**Run 1: placement by cell class**

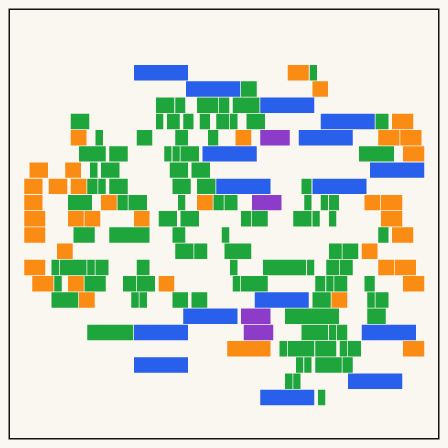
**Run 1: met3 routing**

Scale bar: 20 um.
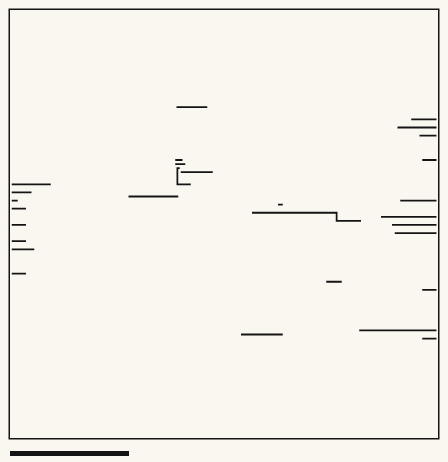
**Run 1: cell density map**

The die is cut into 7 by 7 equal tiles; white is low, dark blue is high, 0 to 100% covered.
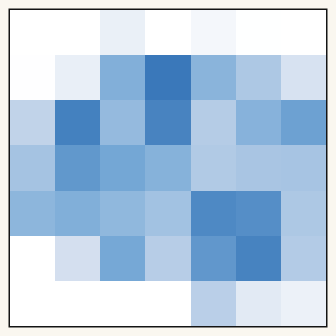
**Run 1: cell placement**

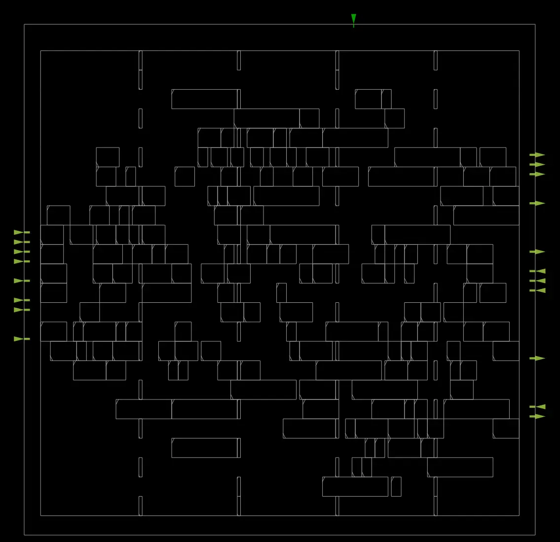
[config.mk]
export PLATFORM = sky130hd
export DESIGN_NAME = edge_generator_flat
export DESIGN_NICKNAME = d
export VERILOG_FILES = /design/src/rtl/edge_generator_if.sv /design/src/rtl/edge_generator.sv /design/src/flat_wrapper.sv
export SDC_FILE = /design/constraint.sdc
export NUM_CORES = 1
export LEC_CHECK = 0
export CAP_MARGIN = 20
export CORE_MARGIN = 2
export CORE_UTILIZATION = 25
export CTS_CLUSTER_SIZE = 12
export DETAILED_ROUTE_END_ITERATION = 10
export PLACE_DENSITY = 0.49
export REMOVE_ABC_BUFFERS = 1
export SLEW_MARGIN = 25
export SYNTH_ARGS = -nofsm -noshare
export SYNTH_HDL_FRONTEND = slang
export SYNTH_SLANG_ARGS = --single-unit
[constraint.sdc]
create_clock -name clk -period 1.9 [get_ports clk]
set_input_delay 0.38 -clock clk [delete_from_list [all_inputs] [get_ports clk]]
set_output_delay 0.38 -clock clk [all_outputs]
set_load 0.01 [all_outputs]
[src/rtl/edge_generator_if.sv]
// Request/level bundle for edge_generator.
//   master (requester): drives req_valid, req_type, req_hold; observes the rest.
//   slave  (generator): drives req_ready, sig_out, edge_rise, edge_fall,
//                       edge_either, err_noop, busy.
interface edge_generator_if #(
  parameter int unsigned CNT_W = 8
);
  logic             req_valid;
  logic             req_ready;
  logic [1:0]       req_type;
  logic [CNT_W-1:0] req_hold;
  logic             sig_out;
  logic             edge_rise;
  logic             edge_fall;
  logic             edge_either;
  logic             err_noop;
  logic             busy;

  modport master (
    output req_valid, req_type, req_hold,
    input  req_ready, sig_out, edge_rise, edge_fall, edge_either, err_noop, busy
  );

  modport slave (
    input  req_valid, req_type, req_hold,
    output req_ready, sig_out, edge_rise, edge_fall, edge_either, err_noop, busy
  );
endinterface

[src/rtl/edge_generator.sv]
// edge_generator: turns rise/fall/toggle/pulse requests into a registered
// level on sig_out, with one-cycle strobes aligned to each level change.
// Each new level is held for H = max(req_hold,1) cycles before the next
// request is accepted; a pulse holds the inverted level H cycles, restores
// it and spends one more cycle before returning to idle.
// Ports:
//   clk    - clock, posedge
//   reset  - asynchronous, active-high
//   bus    - edge_generator_if.slave (request handshake, level and strobes)
module edge_generator #(
  parameter int unsigned CNT_W      = 8,
  parameter bit          INIT_LEVEL = 1'b0
) (
  input  logic            clk,
  input  logic            reset,
  edge_generator_if.slave bus
);

  typedef enum logic [1:0] {
    IDLE,
    HOLD,
    PULSE_ON,
    PULSE_RESTORE
  } state_e;

  localparam logic [1:0] REQ_RISE   = 2'b00;
  localparam logic [1:0] REQ_FALL   = 2'b01;
  localparam logic [1:0] REQ_TOGGLE = 2'b10;

  state_e           state_q, state_d;
  logic [CNT_W-1:0] cnt_q, cnt_d;
  logic             sig_q, sig_d;
  logic             rise_q, rise_d;
  logic             fall_q, fall_d;
  logic             noop_q, noop_d;
  logic             ready_q, ready_d;
  logic             busy_q, busy_d;
  logic [CNT_W-1:0] hold_m1;

  // H-1 with a zero request treated as H=1
  assign hold_m1 = (bus.req_hold == '0) ? '0 : bus.req_hold - CNT_W'(1);

  always_comb begin
    state_d = state_q;
    cnt_d   = cnt_q;
    sig_d   = sig_q;
    noop_d  = 1'b0;
    ready_d = ready_q;

    unique case (state_q)
      IDLE: begin
        // ready_q is 0 only in the first cycle after reset release
        ready_d = 1'b1;
        if (bus.req_valid && ready_q) begin
          unique case (bus.req_type)
            REQ_RISE, REQ_FALL: begin
              if (sig_q == (bus.req_type == REQ_RISE)) begin
                noop_d = 1'b1;
              end else begin
                sig_d   = ~sig_q;
                cnt_d   = hold_m1;
                state_d = HOLD;
                ready_d = 1'b0;
              end
            end
            REQ_TOGGLE: begin
              sig_d   = ~sig_q;
              cnt_d   = hold_m1;
              state_d = HOLD;
              ready_d = 1'b0;
            end
            default: begin
              sig_d   = ~sig_q;
              cnt_d   = hold_m1;
              state_d = PULSE_ON;
              ready_d = 1'b0;
            end
          endcase
        end
      end
      HOLD: begin
        if (cnt_q == '0) begin
          state_d = IDLE;
          ready_d = 1'b1;
        end else begin
          cnt_d = cnt_q - CNT_W'(1);
        end
      end
      PULSE_ON: begin
        if (cnt_q == '0) begin
          sig_d   = ~sig_q;
          state_d = PULSE_RESTORE;
        end else begin
          cnt_d = cnt_q - CNT_W'(1);
        end
      end
      default: begin
        state_d = IDLE;
        ready_d = 1'b1;
      end
    endcase

    // strobes derive from the level change itself, so they can never
    // disagree with what a detector on sig_out would see
    rise_d = sig_d & ~sig_q;
    fall_d = ~sig_d & sig_q;
    busy_d = ~ready_d;
  end

  always_ff @(posedge clk or posedge reset) begin
    if (reset) begin
      state_q <= IDLE;
      cnt_q   <= '0;
      sig_q   <= INIT_LEVEL;
      rise_q  <= 1'b0;
      fall_q  <= 1'b0;
      noop_q  <= 1'b0;
      ready_q <= 1'b0;
      busy_q  <= 1'b0;
    end else begin
      state_q <= state_d;
      cnt_q   <= cnt_d;
      sig_q   <= sig_d;
      rise_q  <= rise_d;
      fall_q  <= fall_d;
      noop_q  <= noop_d;
      ready_q <= ready_d;
      busy_q  <= busy_d;
    end
  end

  assign bus.req_ready   = ready_q;
  assign bus.sig_out     = sig_q;
  assign bus.edge_rise   = rise_q;
  assign bus.edge_fall   = fall_q;
  assign bus.edge_either = rise_q | fall_q;
  assign bus.err_noop    = noop_q;
  assign bus.busy        = busy_q;

endmodule

[src/flat_wrapper.sv]
// flat-port wrapper written by rule: the top's interface ports become plain ports
module edge_generator_flat 
#(
  parameter int unsigned CNT_W      = 8,
  parameter bit          INIT_LEVEL = 1'b0
)
  (clk, reset, bus_req_valid, bus_req_type, bus_req_hold, bus_req_ready, bus_sig_out, bus_edge_rise, bus_edge_fall, bus_edge_either, bus_err_noop, bus_busy);
  edge_generator_if #(.CNT_W(CNT_W)) bus_i ();
  input  logic clk;
  input  logic reset;
  input wire logic [$bits(bus_i.req_valid)-1:0] bus_req_valid;
  input wire logic [$bits(bus_i.req_type)-1:0] bus_req_type;
  input wire logic [$bits(bus_i.req_hold)-1:0] bus_req_hold;
  output wire logic [$bits(bus_i.req_ready)-1:0] bus_req_ready;
  output wire logic [$bits(bus_i.sig_out)-1:0] bus_sig_out;
  output wire logic [$bits(bus_i.edge_rise)-1:0] bus_edge_rise;
  output wire logic [$bits(bus_i.edge_fall)-1:0] bus_edge_fall;
  output wire logic [$bits(bus_i.edge_either)-1:0] bus_edge_either;
  output wire logic [$bits(bus_i.err_noop)-1:0] bus_err_noop;
  output wire logic [$bits(bus_i.busy)-1:0] bus_busy;
  assign bus_i.req_valid = bus_req_valid;
  assign bus_i.req_type = bus_req_type;
  assign bus_i.req_hold = bus_req_hold;
  assign bus_req_ready = bus_i.req_ready;
  assign bus_sig_out = bus_i.sig_out;
  assign bus_edge_rise = bus_i.edge_rise;
  assign bus_edge_fall = bus_i.edge_fall;
  assign bus_edge_either = bus_i.edge_either;
  assign bus_err_noop = bus_i.err_noop;
  assign bus_busy = bus_i.busy;
  edge_generator #(.CNT_W(CNT_W), .INIT_LEVEL(INIT_LEVEL)) u_core (.clk(clk), .reset(reset), .bus(bus_i));
endmodule
==> flow_summary.yaml, run 1 <==
# implementation run metrics
run_status:
  outcome: "complete, no violations"
worst_setup_path:
  crit_end: "u_core.cnt_q[0]$_DFFE_PP0P_"
  worst-r2r-setup-slack_ns: 0.15
  crit_chain: "clkdlybuf4s50_1 -> inv_1 -> ha_1 -> nor2b_1 -> nor3b_4 -> or2_4 -> o221ai_1 -> o21a_1"
sta:
  period_used_share: 0.957
  fmax_ghz: 0.550
  finalSetupViolations: 0
power:
  sequentialPower_mw: 0.663
  vdd.ir_drop.worst_mv: 0.542
  total_switching_power_mw: 1.15
  total_power_mw: 2.80
  pwr_density_cell_mw_per_mm2: 1710
  power.sequential.fraction: 0.237
finish:
  final_cell_mix: "buf_4, dfrtp_1, clkdlybuf4s50_1, nand2_1, nor2_1"
  n_antenna_cell: 0
  final.clkbuf_count: 4
  n_multi_input_combinational_cell: 100
  seq_cells: 16
clock_network:
  cts_buffer_depth: 2
  cts_tree: "yes"
floorplanning:
  ios: 20
route:
  met2_wirelength_mm: 1.34
  route.vias.total: 1067
  wl_per_cell_um: 12.3
  detailedRoute.firstPassIterationCount: 4
synthesis:
  synth-edff-count: 0
  topCombFamilyByArea: "simple AND/OR/NAND/NOR gates"
place:
  preCtsSetupSlack_ns: -0.319
min_path:
  worst_hold_path_type: "in -> async"
global_route:
  grt_usage: 0.116
  met2_track_demand_over_resource: 0.200
About 'placement by cell class':
[green] remaining logic cells | cells: 108
[blue] registers | cells: 16
[purple] clock drivers and dummy loads | cells: 4
[orange] remaining buffers and delay cells | cells: 38
flip-flop and latch share of the layout cell area: 0.244
final core utilization: 0.374
Core Footprint: 0.00438 mm2

About 'met3 routing':
nets with wire on the layer: 26
longest straight run: 14.0 um

About 'cell density map':
nearly empty tiles: 22%
mean over tiles: 31%
fullest tile: 71%

About 'cell placement':
number of well taps: 52
Cell Rows: 24
final std cells w/o fill: 218

run 1: Yosys cell counts, drive strengths merged (2+ instances only):
master | number | area [um2]
a211o | 2 | 17.5
a211oi | 2 | 27.5
a21oi | 4 | 20.0
a22o | 5 | 43.8
a31oi | 2 | 12.5
buf | 4 | 26.3
dfrtp | 16 | 400
ha | 8 | 100
inv | 8 | 30.0
nand2 | 13 | 48.8
nand2b | 4 | 25.0
nand3 | 3 | 15.0
nor2 | 11 | 41.3
nor2b | 2 | 12.5
nor3 | 5 | 25.0
nor3b | 2 | 20.0
nor4 | 4 | 31.3
o21a | 2 | 15.0
o21ai | 6 | 30.0
o221ai | 2 | 17.5
o32ai | 2 | 17.5
or2 | 4 | 25.0
or3 | 2 | 12.5
or4 | 2 | 18.8
xnor2 | 5 | 43.8
==> inputs of run 2 (changes only) <==
--- a/config.mk
+++ b/config.mk
@@ -16,3 +16,4 @@
 export SYNTH_ARGS = -nofsm -noshare
 export SYNTH_HDL_FRONTEND = slang
 export SYNTH_SLANG_ARGS = --single-unit
+export TNS_END_PERCENT = 100
==> flow_summary.yaml, run 2 <==
# implementation run metrics
finish:
  final_core_utilization: 0.374
  final_cell_mix: "buf_4, dfrtp_1, clkdlybuf4s50_1, nand2_1, nor2_1"
  final.clkbuf_count: 4
  n_antenna_cell: 0
  n_multi_input_combinational_cell: 100
  sh_seq_area: 0.244
  final_cell_count_no_fill: 218
synthesis:
  topCombFamilyByArea: "simple AND/OR/NAND/NOR gates"
  synthDominantAreaCellType: "dfrtp_1"
  synth_dominant_cell_count: "dfrtp_1"
clock_network:
  cts_buffer_depth: 2
power:
  power.sequential.fraction: 0.237
  total_switching_power_mw: 1.15
  pwr_density_cell_mw_per_mm2: 1710
  sequentialPower_mw: 0.663
min_path:
  worst_hold_path_type: "in -> async"
floorplanning:
  num_rows: 24
  ios: 20
  core-area_mm2: 0.00438
run_status:
  outcome: "complete, no violations"
global_route:
  grt_usage: 0.116
route:
  route.vias.total: 1067
  detailedRoute.firstPassIterationCount: 4
  wl_per_cell_um: 12.3
sta:
  finalSetupViolations: 0
  fmax_ghz: 0.550
run 2: cell counts in the layout (fill, tap and decap cells not counted):
Identical to the previous run, type by type.
run 2: per-layer routing:
| layer | vias up | track usage | wire length (um) |
|---|---|---|---|
| met2 | 35 | 0.200 | 1340 |
| met5 | - | 0 | 0 |
| li1 | 536 | - | - |
| met1 | 492 | 0.138 | 1170 |
| met4 | 0 | 0.0566 | 36 |
| met3 | 4 | 0.0239 | 135 |
run 2: what timing repair did:
item / CTS / global route
endpoints found under the setup margin: 1 / 10
pin swaps: 4 / 5
buffers inserted: 1 / 0
hold buffers: 0 / 0
gates resized: 5 / 9
**Run 2: met3 routing**

Scale bar: 20 um.
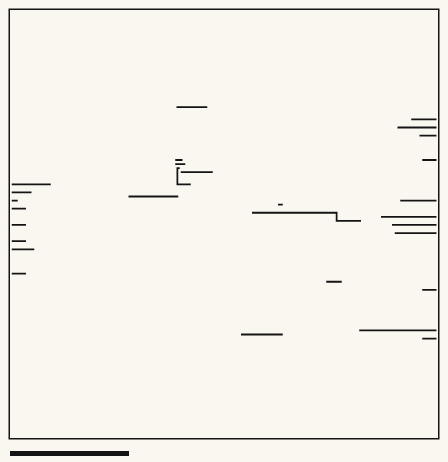
wire length on this layer: 135 um
main direction: horizontal
nets with wire on the layer: 26
share of all routed wire: 5.1%

**Run 2: cell placement**

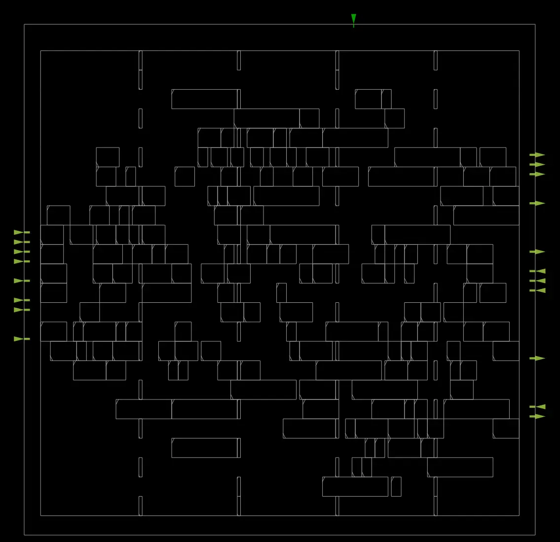
fill cell instance count of the final layout: 440
seq_cells: 16

**Run 2: cell density map**

The die is cut into 7 by 7 equal tiles; white is low, dark blue is high, 0 to 100% covered.
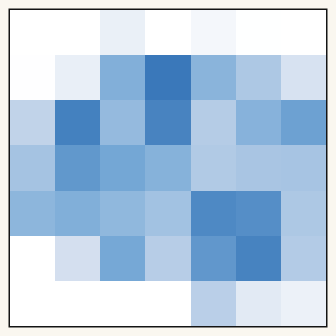
nearly empty tiles: 22%
fullest tile: 71%
mean over tiles: 31%
core utilization before placement: 0.261

Power figures rest on the tool's default switching activity, not on a simulated workload.
